--- config.mk ---
export PLATFORM = sky130hd
export DESIGN_NAME = fir_output_requantizer
export DESIGN_NICKNAME = d
export VERILOG_FILES = /design/src/rtl/fir_pkg.sv /design/src/rtl/fir_rq_fifo.sv /design/src/rtl/fir_output_requantizer.sv
export SDC_FILE = /design/constraint.sdc
export NUM_CORES = 1
export LEC_CHECK = 0
export CAP_MARGIN = 20
export CORE_ASPECT_RATIO = 1.5
export CORE_MARGIN = 4
export CORE_UTILIZATION = 38
export CTS_BUF_LIST = sky130_fd_sc_hd__clkbuf_8
export CTS_CLUSTER_SIZE = 24
export DETAILED_ROUTE_END_ITERATION = 6
export DONT_BUFFER_PORTS = 1
export HOLD_SLACK_MARGIN = 0.12
export PLACE_DENSITY = 0.55
export REMOVE_ABC_BUFFERS = 1
export SYNTH_ARGS = -nofsm -noshare
export SYNTH_HDL_FRONTEND = slang
export SYNTH_SLANG_ARGS = --single-unit
--- constraint.sdc ---
create_clock -name clk -period 6.8 [get_ports clk]
set_input_delay 1.36 -clock clk [delete_from_list [all_inputs] [get_ports clk]]
set_output_delay 1.36 -clock clk [all_outputs]
set_load 0.02 [all_outputs]
--- src/rtl/fir_pkg.sv ---
// Shared FIR-chain definitions: default widths, Q1.15 limits and the saturate helper
// used by the output requantizer and any other block that narrows to Q1.15.
package fir_pkg;

  localparam int ACC_WIDTH = 40;
  localparam int OUT_WIDTH = 16;
  localparam int SHIFT     = 15;

  localparam int Q15_MAX = 32767;
  localparam int Q15_MIN = -32768;

  typedef struct packed {
    logic        sat;
    logic [15:0] q;
  } rq_sample_t;

  // Clamp an already rounded-and-shifted value to Q1.15, flagging any clip.
  function automatic rq_sample_t q15_sat(input logic signed [63:0] s);
    localparam logic signed [63:0] HI = 64'(Q15_MAX);
    localparam logic signed [63:0] LO = 64'(Q15_MIN);
    rq_sample_t o;
    o.sat = 1'b0;
    o.q   = s[15:0];
    if (s > HI) begin
      o.sat = 1'b1;
      o.q   = 16'h7fff;
    end else if (s < LO) begin
      o.sat = 1'b1;
      o.q   = 16'h8000;
    end
    return o;
  endfunction

endpackage

--- src/rtl/fir_rq_fifo.sv ---
// Synchronous FIFO for requantized samples; full-with-pop accepts the write,
// a write while full with no pop is reported on drop instead of stalling.
module fir_rq_fifo #(
  parameter int WIDTH = 17,
  parameter int DEPTH = 8
) (
  input  logic             clk,
  input  logic             rst,
  input  logic             push,
  input  logic [WIDTH-1:0] push_data,
  input  logic             ready,
  output logic [WIDTH-1:0] data,
  output logic             valid,
  output logic             drop
);

  localparam int AW = $clog2(DEPTH);

  logic [WIDTH-1:0] mem [DEPTH];
  logic [AW:0]      wr_ptr, rd_ptr;
  logic             full, empty, pop, wr_en;

  assign empty = (wr_ptr == rd_ptr);
  assign full  = (wr_ptr[AW] != rd_ptr[AW]) && (wr_ptr[AW-1:0] == rd_ptr[AW-1:0]);
  assign pop   = !empty && ready;
  assign wr_en = push && (!full || pop);
  assign drop  = push && full && !pop;

  assign valid = !empty;
  assign data  = mem[rd_ptr[AW-1:0]];

  always_ff @(posedge clk or posedge rst) begin
    if (rst) begin
      wr_ptr <= '0;
      rd_ptr <= '0;
      for (int i = 0; i < DEPTH; i++) mem[i] <= '0;
    end else begin
      if (wr_en) begin
        mem[wr_ptr[AW-1:0]] <= push_data;
        wr_ptr              <= wr_ptr + 1'b1;
      end
      if (pop) rd_ptr <= rd_ptr + 1'b1;
    end
  end

endmodule

--- src/rtl/fir_output_requantizer.sv ---
// Rounds/saturates the FIR accumulator stream to Q1.15 and buffers it for a valid/ready sink.
// Optional statistics counters are built only when FIR_RQ_STATS_EN is defined.
module fir_output_requantizer
  import fir_pkg::*;
#(
  parameter int ACC_WIDTH = fir_pkg::ACC_WIDTH,
  parameter int OUT_WIDTH = fir_pkg::OUT_WIDTH,
  parameter int SHIFT     = fir_pkg::SHIFT,
  parameter int DEPTH     = 8
) (
  input  logic                        clk,
  input  logic                        rst,
  input  logic signed [ACC_WIDTH-1:0] data_in,
  input  logic                        data_in_valid,
  output logic        [OUT_WIDTH-1:0] out_data,
  output logic                        out_valid,
  input  logic                        out_ready,
  output logic                        sat_flag,
  output logic                        ovf,
  input  logic                        ovf_clr,
  output logic                 [15:0] sat_count,
  output logic                 [15:0] drop_count
);

  localparam int STAGES = 2;
  localparam logic signed [ACC_WIDTH:0] RND = {{ACC_WIDTH{1'b0}}, 1'b1} << (SHIFT - 1);

  logic [STAGES:1]             vld_pipe;
  logic signed [ACC_WIDTH:0]   r1;
  logic signed [ACC_WIDTH:0]   s1;
  rq_sample_t                  rq;
  logic [OUT_WIDTH-1:0]        q2;
  logic                        sat2;
  logic                        drop;

  // One guard bit keeps the rounding add from wrapping at the positive extreme.
  assign s1 = r1 >>> SHIFT;
  assign rq = q15_sat(64'(s1));

  always_ff @(posedge clk or posedge rst) begin
    if (rst) begin
      vld_pipe <= '0;
      r1       <= '0;
      q2       <= '0;
      sat2     <= 1'b0;
    end else begin
      vld_pipe <= {vld_pipe[STAGES-1:1], data_in_valid};
      r1       <= {data_in[ACC_WIDTH-1], data_in} + RND;
      q2       <= rq.q;
      sat2     <= rq.sat;
    end
  end

  fir_rq_fifo #(
    .WIDTH (OUT_WIDTH + 1),
    .DEPTH (DEPTH)
  ) u_fifo (
    .clk       (clk),
    .rst       (rst),
    .push      (vld_pipe[STAGES]),
    .push_data ({sat2, q2}),
    .ready     (out_ready),
    .data      ({sat_flag, out_data}),
    .valid     (out_valid),
    .drop      (drop)
  );

  // A drop in the same cycle as a clear must leave the loss visible.
  always_ff @(posedge clk or posedge rst) begin
    if (rst)          ovf <= 1'b0;
    else if (drop)    ovf <= 1'b1;
    else if (ovf_clr) ovf <= 1'b0;
  end

`ifdef FIR_RQ_STATS_EN
  always_ff @(posedge clk or posedge rst) begin
    if (rst) begin
      sat_count  <= '0;
      drop_count <= '0;
    end else begin
      if (vld_pipe[STAGES] && sat2 && sat_count != 16'hffff) sat_count <= sat_count + 1'b1;
      if (drop && drop_count != 16'hffff) drop_count <= drop_count + 1'b1;
    end
  end
`else
  assign sat_count  = '0;
  assign drop_count = '0;
`endif

endmodule

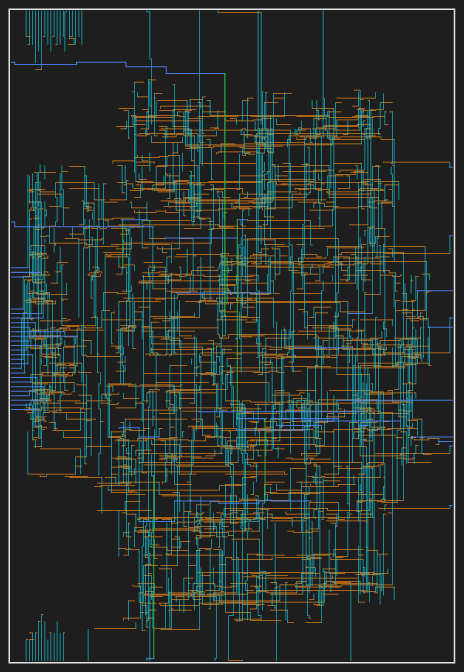
**Above:** wiring by layer.
legend:
  green:
    layer: M4
    wire_length: 224 um
  blue:
    layer: M3
    wire_length: 668 um
  orange:
    layer: M1
    wire_length: 7510 um
  cyan:
    layer: M2
    wire_length: 9330 um
DRT Wirelength: 17730 um
Total Routing Usage GR: 14.73%

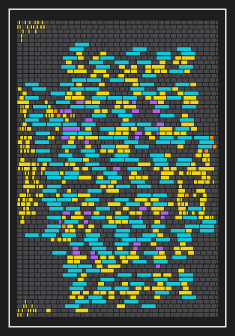
**Above:** placement by cell class.
Fill, decap, tap and diode cells in grey.
legend:
  cyan:
    class: registers
    cells: 190
    share_of_their_area: 53%
  purple:
    class: clock drivers and dummy loads
    cells: 32
    share_of_their_area: 4.3%
  yellow:
    class: remaining logic cells
    cells: 361
    share_of_their_area: 42%
  orange:
    class: remaining buffers and delay cells
    cells: 7
    share_of_their_area: 0.59%

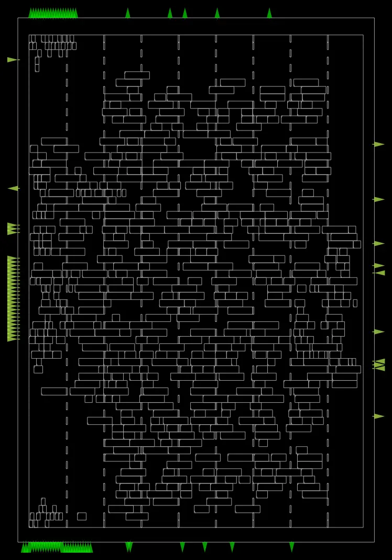
**Above:** placed standard cells.
final core utilization: 41.14%
sequential share of cell area: 51.27%
filler cell count: 2049
non-filler cells, final: 866
Core Region: 0.02255 mm^2

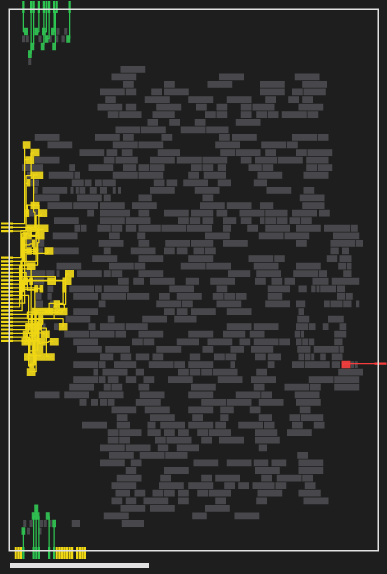
**Above:** nets reached from selected ports.
Scale bar: 50 um.
legend:
  red:
    port: `ovf_clr`
    bits: 1
    direction: input
    end_cells: 1
    buffers: 0
    wire: 12.8 um
  yellow:
    port: `data_in`
    bits: 40
    direction: input
    end_cells: 49
    buffers: 0
    wire: 820 um
  green:
    port: `drop_count`
    bits: 16
    direction: output
    end_cells: 16
    buffers: 0
    wire: 171 um

==> flow_summary_export.csv <==
group,metric,value,unit
status,status,"finished, final reports clean",
critical_path,critPathMaxStageDelay,0.60,ns
yosys,yosysSeqAreaShare,54.24,%
placed_design,placed_area,0.008897,mm^2
detailed_routing,wire_per_inst,20.48,um
pwr,swShare,34.59,%
clocking,cts_num_sinks,190,
pwr,power_density,446.7,mW/mm^2
final_layout,layout_top_cell,"dfrtp_1",
clocking,ctsHoldBuffers,0,
final_timing,clock_skew,0.01274,ns
detailed_routing,num_vias,4580,
final_layout,final_cell_mix,"188 x dfrtp_1, 146 x mux2_2, 34 x mux4_2, 32 x conb_1, 18 x clkbuf_8",
pwr,pg_seq,1780,uW
critical_path,r2r_start,"u_fifo.rd_ptr[1]$_DFFE_PP0P_",
critical_path,crit_chain,"buf_4 -> mux4_2 -> mux2_2",
floorplanning,chipArea,0.02561,mm^2
pwr,clock_power_share,17.3,%
placed_design,dp.cells,834,
detailed_routing,wl_met3,667,um
hold_path,hold_start,"vld_pipe[1]$_DFF_PP0_",
yosys,synth_area,0.008766,mm^2
critical_path,endpoint_kind,"output pin",
yosys,synthTopCellsByArea,"dfrtp_1 54%, mux2_2 19%, mux4_2 8.7%",
final_timing,max_slew.worst_pin.slew,0.9683,ns
final_layout,nNetsFinal,625,
global_route,grtUsageMet1,19.02,%
floorplanning,die_h,194.0,um
critical_path,worstSetupEndpoint,"out_data[12]",
detailed_routing,drt-met1-wl,7514,um
yosys,ys_top_logic_family,"multiplexers",
final_layout,area_growth,5.838,%
detailed_routing,firstDrtPassIters,4,
yosys,yosysChipArea,0.008766,mm^2
[flip-flops by register name (all words and copies together) (netlist names)]
register	count
vld_pipe	2
r1	26
sat2	1
u_fifo.rd_ptr	4
ovf	1
u_fifo.wr_ptr	4
q2	16
u_fifo.mem	136
[layout make-up]
class	instances	area [um^2]	share of cell area (%)
clock buffer	18	247.7	2.670
clock inverter	14	132.6	1.430
inverter	8	35.03	0.3776
multi-input combinational	353	3707	39.96
sequential	190	4757	51.27
tap	276	345.3	3.722
timing repair buffer	7	52.55	0.5664
No activity file was given, so power comes from the tool's default toggle rates.
